==> src/rtl/seg7_pkg.sv <==
// Shared constants, glyph table and types for the 4-digit multiplexed 7-segment display driver.
package seg7_pkg;

    localparam logic [6:0] SEG_OFF = 7'h7F;
    localparam logic [3:0] AN_OFF  = 4'hF;

    // Active-low glyphs {g,f,e,d,c,b,a} for 0..9, A, b, C, d, E, F.
    localparam logic [6:0] HEX_GLYPH [16] = '{
        7'h40, 7'h79, 7'h24, 7'h30,
        7'h19, 7'h12, 7'h02, 7'h78,
        7'h00, 7'h10, 7'h08, 7'h03,
        7'h46, 7'h21, 7'h06, 7'h0E
    };

    typedef enum logic {
        BLANK = 1'b0,
        SHOW  = 1'b1
    } scan_state_e;

    typedef struct packed {
        logic [15:0] data;
        logic [3:0]  dp;
        logic        lz;
    } disp_buf_t;

endpackage

==> src/rtl/seg7_hex_decoder.sv <==
// Combinational nibble to active-low 7-segment glyph lookup.
module seg7_hex_decoder
    import seg7_pkg::*;
(
    input  logic [3:0] nibble_i,
    output logic [6:0] seg_o
);

    assign seg_o = HEX_GLYPH[nibble_i];

endmodule

==> src/rtl/seg7_scan_controller.sv <==
// Time-multiplexed scan controller for a 4-digit common-anode display with
// ghost-suppression blanking and frame-synchronous double buffering.
module seg7_scan_controller
    import seg7_pkg::*;
#(
    parameter int DIV       = 1000,
    parameter int BLANK_CYC = 16
) (
    input  logic        clk_i,
    input  logic        rst_ni,
    input  logic [15:0] data_i,
    input  logic [3:0]  dp_i,
    input  logic        lz_suppress_i,
    input  logic        load_i,
    output logic        pending_o,
    output logic        frame_tick_o,
    output logic [1:0]  digit_idx_o,
    output logic [3:0]  an_o,
    output logic [6:0]  seg_o,
    output logic        dp_o
);

    localparam int            PW         = (DIV > 1) ? $clog2(DIV) : 1;
    localparam logic [PW-1:0] PCNT_LAST  = PW'(DIV - 1);
    localparam logic [PW-1:0] BLANK_LAST = PW'(BLANK_CYC - 1);

    logic [PW-1:0] pcnt_q, pcnt_d;
    scan_state_e   state_q;
    logic [1:0]    digit_q;
    logic [3:0]    an_q;
    logic [6:0]    seg_q;
    logic          dp_q;
    logic          frame_tick_q;

    disp_buf_t     active_q, active_d;
    disp_buf_t     shadow_q, shadow_d;
    logic          pending_q, pending_d;
    disp_buf_t     load_buf;

    logic          slot_end;
    logic          frame_end;
    logic [3:0]    nibble;
    logic [6:0]    glyph;
    logic          lead_zero;
    logic [6:0]    seg_show;
    logic          dp_show;

    assign slot_end  = (pcnt_q == PCNT_LAST);
    assign frame_end = slot_end && (digit_q == 2'd3);
    assign load_buf  = '{data: data_i, dp: dp_i, lz: lz_suppress_i};
    assign nibble    = active_q.data[{digit_q, 2'b00} +: 4];

    seg7_hex_decoder u_decoder (
        .nibble_i (nibble),
        .seg_o    (glyph)
    );

    // A digit counts as a leading zero when it and every more significant nibble are zero.
    always_comb begin
        pcnt_d    = slot_end ? '0 : pcnt_q + PW'(1);
        lead_zero = ((active_q.data >> {digit_q, 2'b00}) == 16'h0000);
        seg_show  = (active_q.lz && (digit_q != 2'd0) && lead_zero) ? SEG_OFF : glyph;
        dp_show   = ~active_q.dp[digit_q];
    end

    always_comb begin
        active_d  = active_q;
        shadow_d  = shadow_q;
        pending_d = pending_q;
        if (frame_end && load_i) begin
            active_d  = load_buf;
            shadow_d  = load_buf;
            pending_d = 1'b0;
        end else if (frame_end && pending_q) begin
            active_d  = shadow_q;
            pending_d = 1'b0;
        end else if (load_i) begin
            shadow_d  = load_buf;
            pending_d = 1'b1;
        end
    end

    always_ff @(posedge clk_i or negedge rst_ni) begin
        if (!rst_ni) begin
            pcnt_q       <= '0;
            active_q     <= '0;
            shadow_q     <= '0;
            pending_q    <= 1'b0;
            frame_tick_q <= 1'b0;
        end else begin
            pcnt_q       <= pcnt_d;
            active_q     <= active_d;
            shadow_q     <= shadow_d;
            pending_q    <= pending_d;
            frame_tick_q <= frame_end;
        end
    end

    // Active data only changes on the slot end that enters BLANK, so SEG/DP are stable through SHOW.
    always_ff @(posedge clk_i or negedge rst_ni) begin
        if (!rst_ni) begin
            state_q <= BLANK;
            digit_q <= 2'd0;
            an_q    <= AN_OFF;
            seg_q   <= SEG_OFF;
            dp_q    <= 1'b1;
        end else begin
            case (state_q)
                BLANK: begin
                    if (pcnt_q == BLANK_LAST) begin
                        state_q <= SHOW;
                        an_q    <= ~(4'b0001 << digit_q);
                        seg_q   <= seg_show;
                        dp_q    <= dp_show;
                    end
                end
                SHOW: begin
                    if (slot_end) begin
                        state_q <= BLANK;
                        digit_q <= digit_q + 2'd1;
                        an_q    <= AN_OFF;
                        seg_q   <= SEG_OFF;
                        dp_q    <= 1'b1;
                    end
                end
                default: begin
                    state_q <= BLANK;
                    an_q    <= AN_OFF;
                    seg_q   <= SEG_OFF;
                    dp_q    <= 1'b1;
                end
            endcase
        end
    end

    assign pending_o    = pending_q;
    assign frame_tick_o = frame_tick_q;
    assign digit_idx_o  = digit_q;
    assign an_o         = an_q;
    assign seg_o        = seg_q;
    assign dp_o         = dp_q;

endmodule

==> config.mk <==
export PLATFORM = sky130hd
export DESIGN_NAME = seg7_scan_controller
export DESIGN_NICKNAME = d
export VERILOG_FILES = /design/src/rtl/seg7_pkg.sv /design/src/rtl/seg7_hex_decoder.sv /design/src/rtl/seg7_scan_controller.sv
export SDC_FILE = /design/constraint.sdc
export NUM_CORES = 1
export LEC_CHECK = 0
export CAP_MARGIN = 5
export CORE_ASPECT_RATIO = 1.5
export CORE_MARGIN = 4
export CORE_UTILIZATION = 50
export CTS_CLUSTER_SIZE = 16
export DETAILED_ROUTE_END_ITERATION = 16
export GPL_TIMING_DRIVEN = 1
export PLACE_DENSITY_LB_ADDON = 0.12
export SYNTH_ARGS = -nofsm -noshare
export SYNTH_HDL_FRONTEND = slang
export SYNTH_SLANG_ARGS = --single-unit
==> constraint.sdc <==
create_clock -name clk_i -period 2.4 [get_ports clk_i]
set_input_delay 0.36 -clock clk_i [delete_from_list [all_inputs] [get_ports clk_i]]
set_output_delay 0.36 -clock clk_i [all_outputs]
set_load 0.005 [all_outputs]
==> qor.csv <==
metric;value;unit
tightest_slew;678.6;ps
drtAntennaViolNets;0;
fin_worst_skew;7.572;ps
fp_nets;334;
ctsHoldBuffers;0;
io_buffers;39;
outcome;complete, no violations;
post-cts-setup-buffers;0;
dr.pass1.iters;4;
path_clk_slew;70;ps
p_int;1805;µW
placed_area;3850;µm²
synth.top_cell.area_share;42.21;%
logic_area;1508;µm²
cts_max_level;3;
final-hold-violation-count;0;
area_leaders;dfrtp_1 (42%), dfstp_2 (9.3%), mux2_2 (5.3%);
r2r_setup_slack;120;ps
rows;36;
ioPinCount;40;
core_area;6531;µm²
synth_top_flop_cell;dfrtp_1;
clkPwrFrac;35.7;%
grt_pass1_vias;2494;
antenna_cells;0;
ys_ff;69;
top_area_cell;dfrtp_1;
yosys_area;3379;µm²
fillCellCount;558;
gp_congestion;0.8490;
rsz0062_at_grt;false;
r2r_cells;7;
dieWidth;75.13;µm
yosysUniqueCellTypes;47;
cap_violations;0;
-- worst max-delay path by stage --
stage,from,end,depth (start not counted)
finish,active_q[17],seg_o[3],7
global route,digit_idx_o[1],seg_o[2],7
CTS,active_q[17],seg_o[2],7
detailed placement,digit_idx_o[0],seg_o[3],7
global placement,digit_idx_o[1],seg_o[3],7
floorplan,digit_idx_o[1],seg_o[1],8
-- power groups by stage --
| stage | clock [µW] | combinational [µW] | sequential [µW] |
|---|---|---|---|
| floorplan | 0 | 139 | 1280 |
| global placement | 0 | 257 | 1290 |
| detailed placement | 0 | 261 | 1290 |
| CTS | 878 | 263 | 1270 |
| global route | 936 | 288 | 1280 |
| finish | 847 | 258 | 1270 |
-- cell usage in the layout (no fill, tap or decap), drive strengths merged, types with 4 or more instances in the layout --
cell and instances:
a21oi 17, a221o 5, a22oi 10, buf 9, clkbuf 12, clkdlybuf4s50 38
clkinv 4, dfrtp 57, dfstp 12, ha 11, inv 12, mux2 22
mux4 5, nand2 41, nand3 7, nor2 15, nor3 13, nor4 5
o21ai 28
-- through the flow --
stage	total power (µW)	hold WS (ps)	std cells	util (%)
final	2375	43.62	424	61.69
after global routing	2503	31.44	424	61.69
after CTS	2412	40.43	424	61.69
after detailed placement	1554	412.6	408	58.95
after global placement	1547	411.1	408	58.95
after floorplan	1424	64.41	299	-
-- cells by family after synthesis --
family | count (synthesis) | synth area share (%)
AND-OR/OR-AND | 69 | 13.55
XOR/XNOR | 6 | 1.555
adder cells (fa/ha/maj) | 11 | 4.073
buffers and inverters | 26 | 3.850
flip-flops | 69 | 51.54
multiplexers | 29 | 11.92
AND/OR/NAND/NOR | 89 | 13.51
-- layout make-up --
class,instances,area share (%)
sequential,69,43.23
multi-input combinational,204,37.42
timing repair buffer,47,11.37
clock buffer,12,3.851
tap,76,2.360
inverter,12,1.180
clock inverter,4,0.5901
-- flip-flops by register name (all words and copies together), names as in the netlist --
name / count
pcnt_q: 10
frame_tick_o: 1
an_o: 4
dp_o: 1
state_q: 1
pending_o: 1
digit_idx_o: 2
shadow_q: 21
active_q: 21
seg_o: 7
-- per-layer routing --
metal / share of wire [%] / vias to the layer above / GRT usage [%]
li1: - / 1148 / -
met1: 43 / 1103 / 23.15
met2: 52 / 36 / 30.30
met3: 3.6 / 11 / 5.166
met4: 1.6 / 0 / 6.870
met5: 0 / - / 0
-- worst register-to-register path: cells and delay by family, from the launching register on --
family | cells | cell delay, ps
mux | 1 | 550
flops | 1 | 400
simple gates | 2 | 300
compound gates | 2 | 580
fa+ha+maj | 1 | 230
buf+inv | 1 | 170
**Routing congestion**

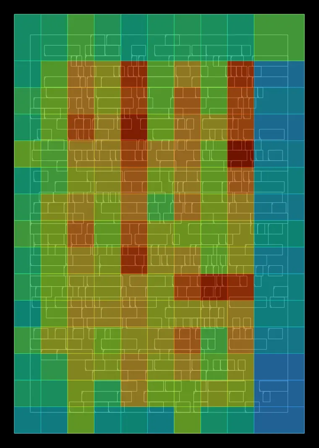
GRT Util Overall: 18.56%
GR Util met2: 30.30%
grt met1 use: 23.15%

**M3 wires**

(4 px per µm)
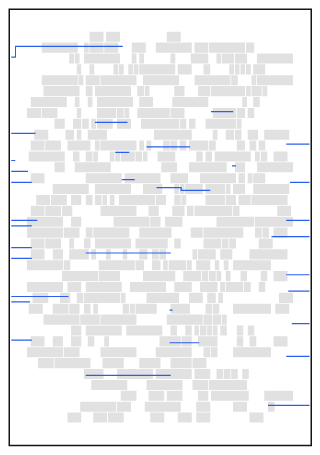
longest straight run = 26.7 µm
wire length on this layer = 238 µm
share of all routed wire = 3.6%
main direction = horizontal
nets with wire on the layer = 25
routed wire length: 6590 µm
met3 Track Usage GR: 5.166%
routed vias: 2298

Power figures rest on the tool's default switching activity, not on a simulated workload.
